### config.mk
export PLATFORM = sky130hd
export DESIGN_NAME = bcd_to_excess3_seq
export DESIGN_NICKNAME = d
export VERILOG_FILES = /design/src/rtl/bcd_to_excess3_seq.sv
export SDC_FILE = /design/constraint.sdc
export NUM_CORES = 1
export LEC_CHECK = 0
export ABC_AREA = 0
export CAP_MARGIN = 20
export CORE_ASPECT_RATIO = 1.25
export CORE_UTILIZATION = 28
export CTS_CLUSTER_SIZE = 14
export DETAILED_ROUTE_END_ITERATION = 16
export REMOVE_ABC_BUFFERS = 1
export SETUP_SLACK_MARGIN = 0.3
export SLEW_MARGIN = 20
export SYNTH_ARGS = -nofsm -noshare
export SYNTH_HDL_FRONTEND = slang
export SYNTH_SLANG_ARGS = --single-unit
### constraint.sdc
create_clock -name clk -period 2.3 [get_ports clk]
set_clock_uncertainty 0.1 [all_clocks]
set_input_delay 0.575 -clock clk [delete_from_list [all_inputs] [get_ports clk]]
set_output_delay 0.575 -clock clk [all_outputs]
set_load 0.005 [all_outputs]
### src/rtl/bcd_to_excess3_seq.sv
// Serial packed-BCD to Excess-3 encoder: converts one digit per clock, LSB digit first.
// Optional macro BCD2XS3_ERRMASK_EN adds a per-digit invalid mask output (out_err_mask).
module bcd_to_excess3_seq #(
    parameter int DIGITS = 4
) (
    input  logic                  clk,
    input  logic                  rst,
    input  logic                  in_valid,
    output logic                  in_ready,
    input  logic [4*DIGITS-1:0]   in_bcd,
    output logic                  out_valid,
    input  logic                  out_ready,
    output logic [4*DIGITS-1:0]   out_xs3,
    output logic                  out_err
`ifdef BCD2XS3_ERRMASK_EN
    ,
    output logic [DIGITS-1:0]     out_err_mask
`endif
);

    localparam int IW = (DIGITS > 1) ? $clog2(DIGITS) : 1;
    localparam logic [IW-1:0] LAST_IDX = IW'(DIGITS - 1);

    localparam logic [1:0] S_IDLE = 2'd0;
    localparam logic [1:0] S_CONV = 2'd1;
    localparam logic [1:0] S_DONE = 2'd2;

    logic [1:0]          r_state;
    logic [IW-1:0]       r_idx;
    logic [4*DIGITS-1:0] r_work;
    logic [4*DIGITS-1:0] r_result;
`ifdef BCD2XS3_ERRMASK_EN
    logic [DIGITS-1:0]   r_err_mask;
`else
    logic                r_err;
`endif

    logic [4*DIGITS-1:0] w_conv;
    logic [DIGITS-1:0]   w_bad;
    logic [DIGITS-1:0]   w_sel;
    logic                w_cur_bad;
    logic                w_accept;

    // Every digit is converted in parallel; r_idx selects which one is committed this cycle.
    genvar gi;
    generate
        for (gi = 0; gi < DIGITS; gi++) begin : g_digit
            logic [3:0] w_d;
            assign w_d                = r_work[4*gi +: 4];
            assign w_bad[gi]          = (w_d > 4'd9);
            assign w_conv[4*gi +: 4]  = w_bad[gi] ? 4'd0 : (w_d + 4'd3);
            assign w_sel[gi]          = (r_idx == IW'(gi));
        end
    endgenerate

    assign w_cur_bad = |(w_bad & w_sel);
    assign in_ready  = (r_state == S_IDLE) && !rst;
    assign w_accept  = in_valid && in_ready;
    assign out_valid = (r_state == S_DONE);
    assign out_xs3   = r_result;
`ifdef BCD2XS3_ERRMASK_EN
    assign out_err_mask = r_err_mask;
    assign out_err      = |r_err_mask;
`else
    assign out_err      = r_err;
`endif

    always_ff @(posedge clk) begin
        if (rst) begin
            r_state  <= S_IDLE;
            r_idx    <= '0;
            r_work   <= '0;
            r_result <= '0;
`ifdef BCD2XS3_ERRMASK_EN
            r_err_mask <= '0;
`else
            r_err      <= 1'b0;
`endif
        end else begin
            case (r_state)
                S_IDLE: begin
                    if (w_accept) begin
                        r_work   <= in_bcd;
                        r_result <= '0;
                        r_idx    <= '0;
                        r_state  <= S_CONV;
`ifdef BCD2XS3_ERRMASK_EN
                        r_err_mask <= '0;
`else
                        r_err      <= 1'b0;
`endif
                    end
                end
                S_CONV: begin
                    for (int i = 0; i < DIGITS; i++) begin
                        if (w_sel[i]) begin
                            r_result[4*i +: 4] <= w_conv[4*i +: 4];
                        end
                    end
`ifdef BCD2XS3_ERRMASK_EN
                    r_err_mask <= r_err_mask | (w_bad & w_sel);
`else
                    if (w_cur_bad) begin
                        r_err <= 1'b1;
                    end
`endif
                    if (r_idx == LAST_IDX) begin
                        r_state <= S_DONE;
                    end else begin
                        r_idx <= r_idx + IW'(1);
                    end
                end
                S_DONE: begin
                    if (out_ready) begin
                        r_state <= S_IDLE;
                    end
                end
                default: r_state <= S_IDLE;
            endcase
        end
    end

`ifdef BCD2XS3_ERRMASK_EN
    logic w_unused_ok;
    assign w_unused_ok = w_cur_bad;
`endif

endmodule

**Cell density map**

7 x 9 tiles, from white (low) to dark blue (high), 0 to 100% covered.
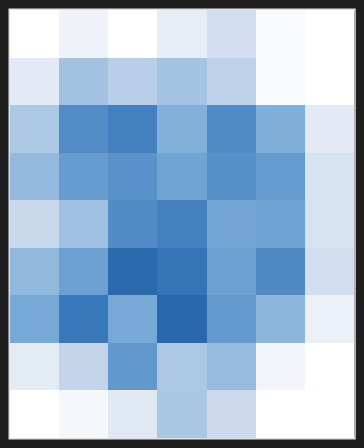
mean over tiles: 35%
nearly empty tiles: 13%
densest ninth of the die: centre
tiles over 75% full: 3.2%

**I/O nets highlighted**

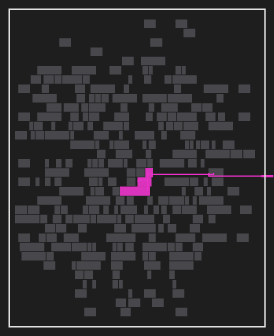
[in_valid] magenta | bits: 1 | direction: input | edge: east | end cells: 3 | buffers: 1 | wire: 45.1 um

**Track usage over the die**

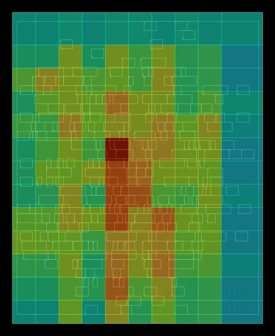
routed length per placed instance: 11.7 um
GRT busiest layer: met2
grt met2 use: 21.1%
met3 Use GR: 3.48%
M1 GR Usage: 14.6%

==> ci_impl_report.md <==
## PnR job results

| Metric | Value |
|---|---|
| Die footprint | 6870 um2 |
| Adder Share, Synth | 8.20% |
| Mapped cell area | between 1500 and 2000 um2 |
| Run status | finished clean |
| Worst Setup EP | in_ready |
| I/O pin count | 39 |
| Post-synth top area cell | dfxtp_1 |
| DP HPWL | 2810 um |
| Max-Cap Viols | 0 |
| GRT overflow | 0 |
| Tool warnings | 32 |
| Post-synthesis cell count | between 200 and 250 |
| Yosys Warn Count | 0 |
| Combinational power share | 17.7% |
| Die width | 74.3 um |
| Hold EP | out_xs3[3]$_SDFFE_PP0P_ |
| Diodes inserted | 0 |
| Slew @ Worst Pin | 0.439 ns |
| Commonest Layout Cell | dfxtp_1 |
| Switching Share | 26.3% |
| Yosys xor share | ~1.9% |
| Total power | 1.35 mW |
| Clock buffer count | 5 |
| Most numerous logic cells after layout | 36 x dfxtp_1, 34 x clkdlybuf4s50_1, 26 x nand2b_1 |
| Top_reg_cell synth | dfxtp_1 |
| Final Hold Viols | 0 |
| Clk pwr share | 30.4% |
| CP max FO | 2 |
| CTS resizes | 8 |
| Post-route ant nets | 0 |
| Setup WS pre-CTS | -0.223 ns |
| Pwr Density | approximately 540 nW/um2 |
| Worst R2R Start | r_state[0]$_SDFFE_PP0P_ |
| Element type at the critical path start | primary input |
| Top cells by area | dfxtp_1 40%, nand2b_1 8.9%, ha_1 8.2% |
| Setup Viol. Count Final | 0 |
| Hold crit path type | flip-flop to flip-flop |
| Yosys cell count | 204 |
| Port Buf Inserts | 38 |
| Sw power | 355 uW |
| Most common library cells after synthesis | 37 x dfxtp_1, 26 x nand2b_1, 20 x nand2_1, 12 x ha_1, 12 x o32ai_1 |
| Non-clk invs | 11 |
| Via density | 4.54 |
| CP Depth | 3 |
| Skew-Pair Late Insertion Delay | between 0.2 and 0.3 ns |
| Delay-heaviest family, CP | buffers and inverters |
| Root buf cell | clkbuf_8 |
| CP arrival | around 1.3 ns |
| DRC | 0 |
| Setup bufs post-CTS | 0 |
| Final instance area | between 2000 and 2500 um2 |
| Max_slew headroom | 70.7% |
| Number of fill cells in the layout | around 670 |
| Yosys simple share | 21.0% |
| Multi-input gates | approximately 150 |
| Antenna violations before repair | 0 |
| Number of global-route vias before repair | between 1000 and 1500 |
| Leading cell kind | multi-input combinational cells |
| Gate Area | 1050 um2 |
| Pwr top | sequential cells |
| Crit. End Element | output port |
| First-pass GRT wire length | 6580 um |
| Worst VDD drop | 272 uV |
| Cells after DPL | 328 |
| Total CTS buffers | 5 |
| CP most frequent cell | dlygate4sd2_1 |
| Clk power | 410 uW |
| Fin Setup TNS | 0 ns |
| Synth flops | 37 |
| Hold path start | out_xs3[3]$_SDFFE_PP0P_ |
| CP Class | primary input to output port |
| Area fraction in mux cells | 0% |
| Pre-antenna DRT Iters | 4 |
| Post-synth area from yosys stat | 1830 um2 |
| Avg Synthesized Cell Area | 8.98 um2 |
| Routed wl met2 | 1800 um |
| Max Freq | around 500 MHz |
| Cell Area, Placed | 2360 um2 |
| Area share, top type | 40.4% |
| Clock-cell share of area | 2.98% |
| Signal buf overhead | 18.9% |
| Core Box Area | between 6000 and 7000 um2 |
| Asr flop ratio synth | 0% |
| Largest net degree at the start of global routing | 49 |
**Placed cells, one colour a class**

Bar = 20 um. Fill, decap, tap and diode cells in grey.
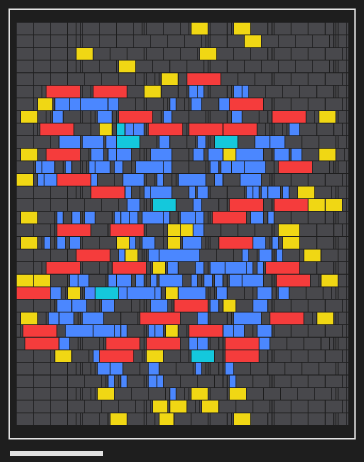
[clock drivers and dummy loads] cyan | cells: 6
[flops] red | cells: 37
[combinational and other logic] blue | cells: 156
[other buffers and delay cells] yellow | cells: 50
post-layout util: 39.7%
Seq area share: 30.0%
# rows: 32

**Signal wires on met1**

Supply wires on this layer in grey.
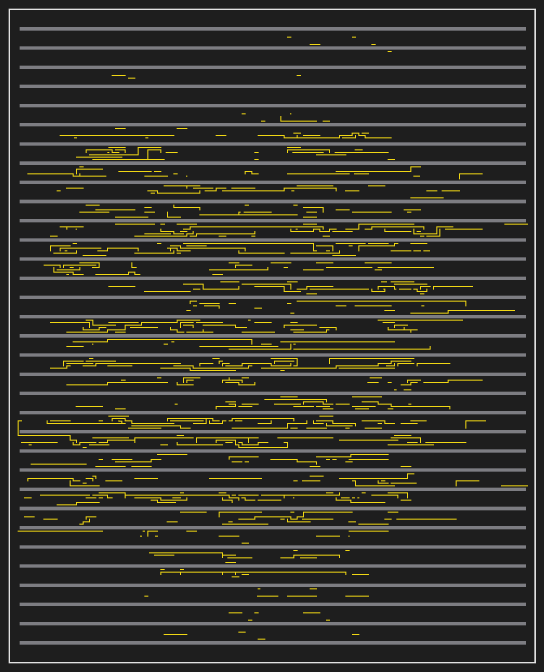
nets with wire on the layer: 245
share of all routed wire: 47%
longest straight run: 26.2 um
main direction: horizontal
DR vias: 1516
Routed WL: 3900 um

Power figures rest on the tool's default switching activity, not on a simulated workload.
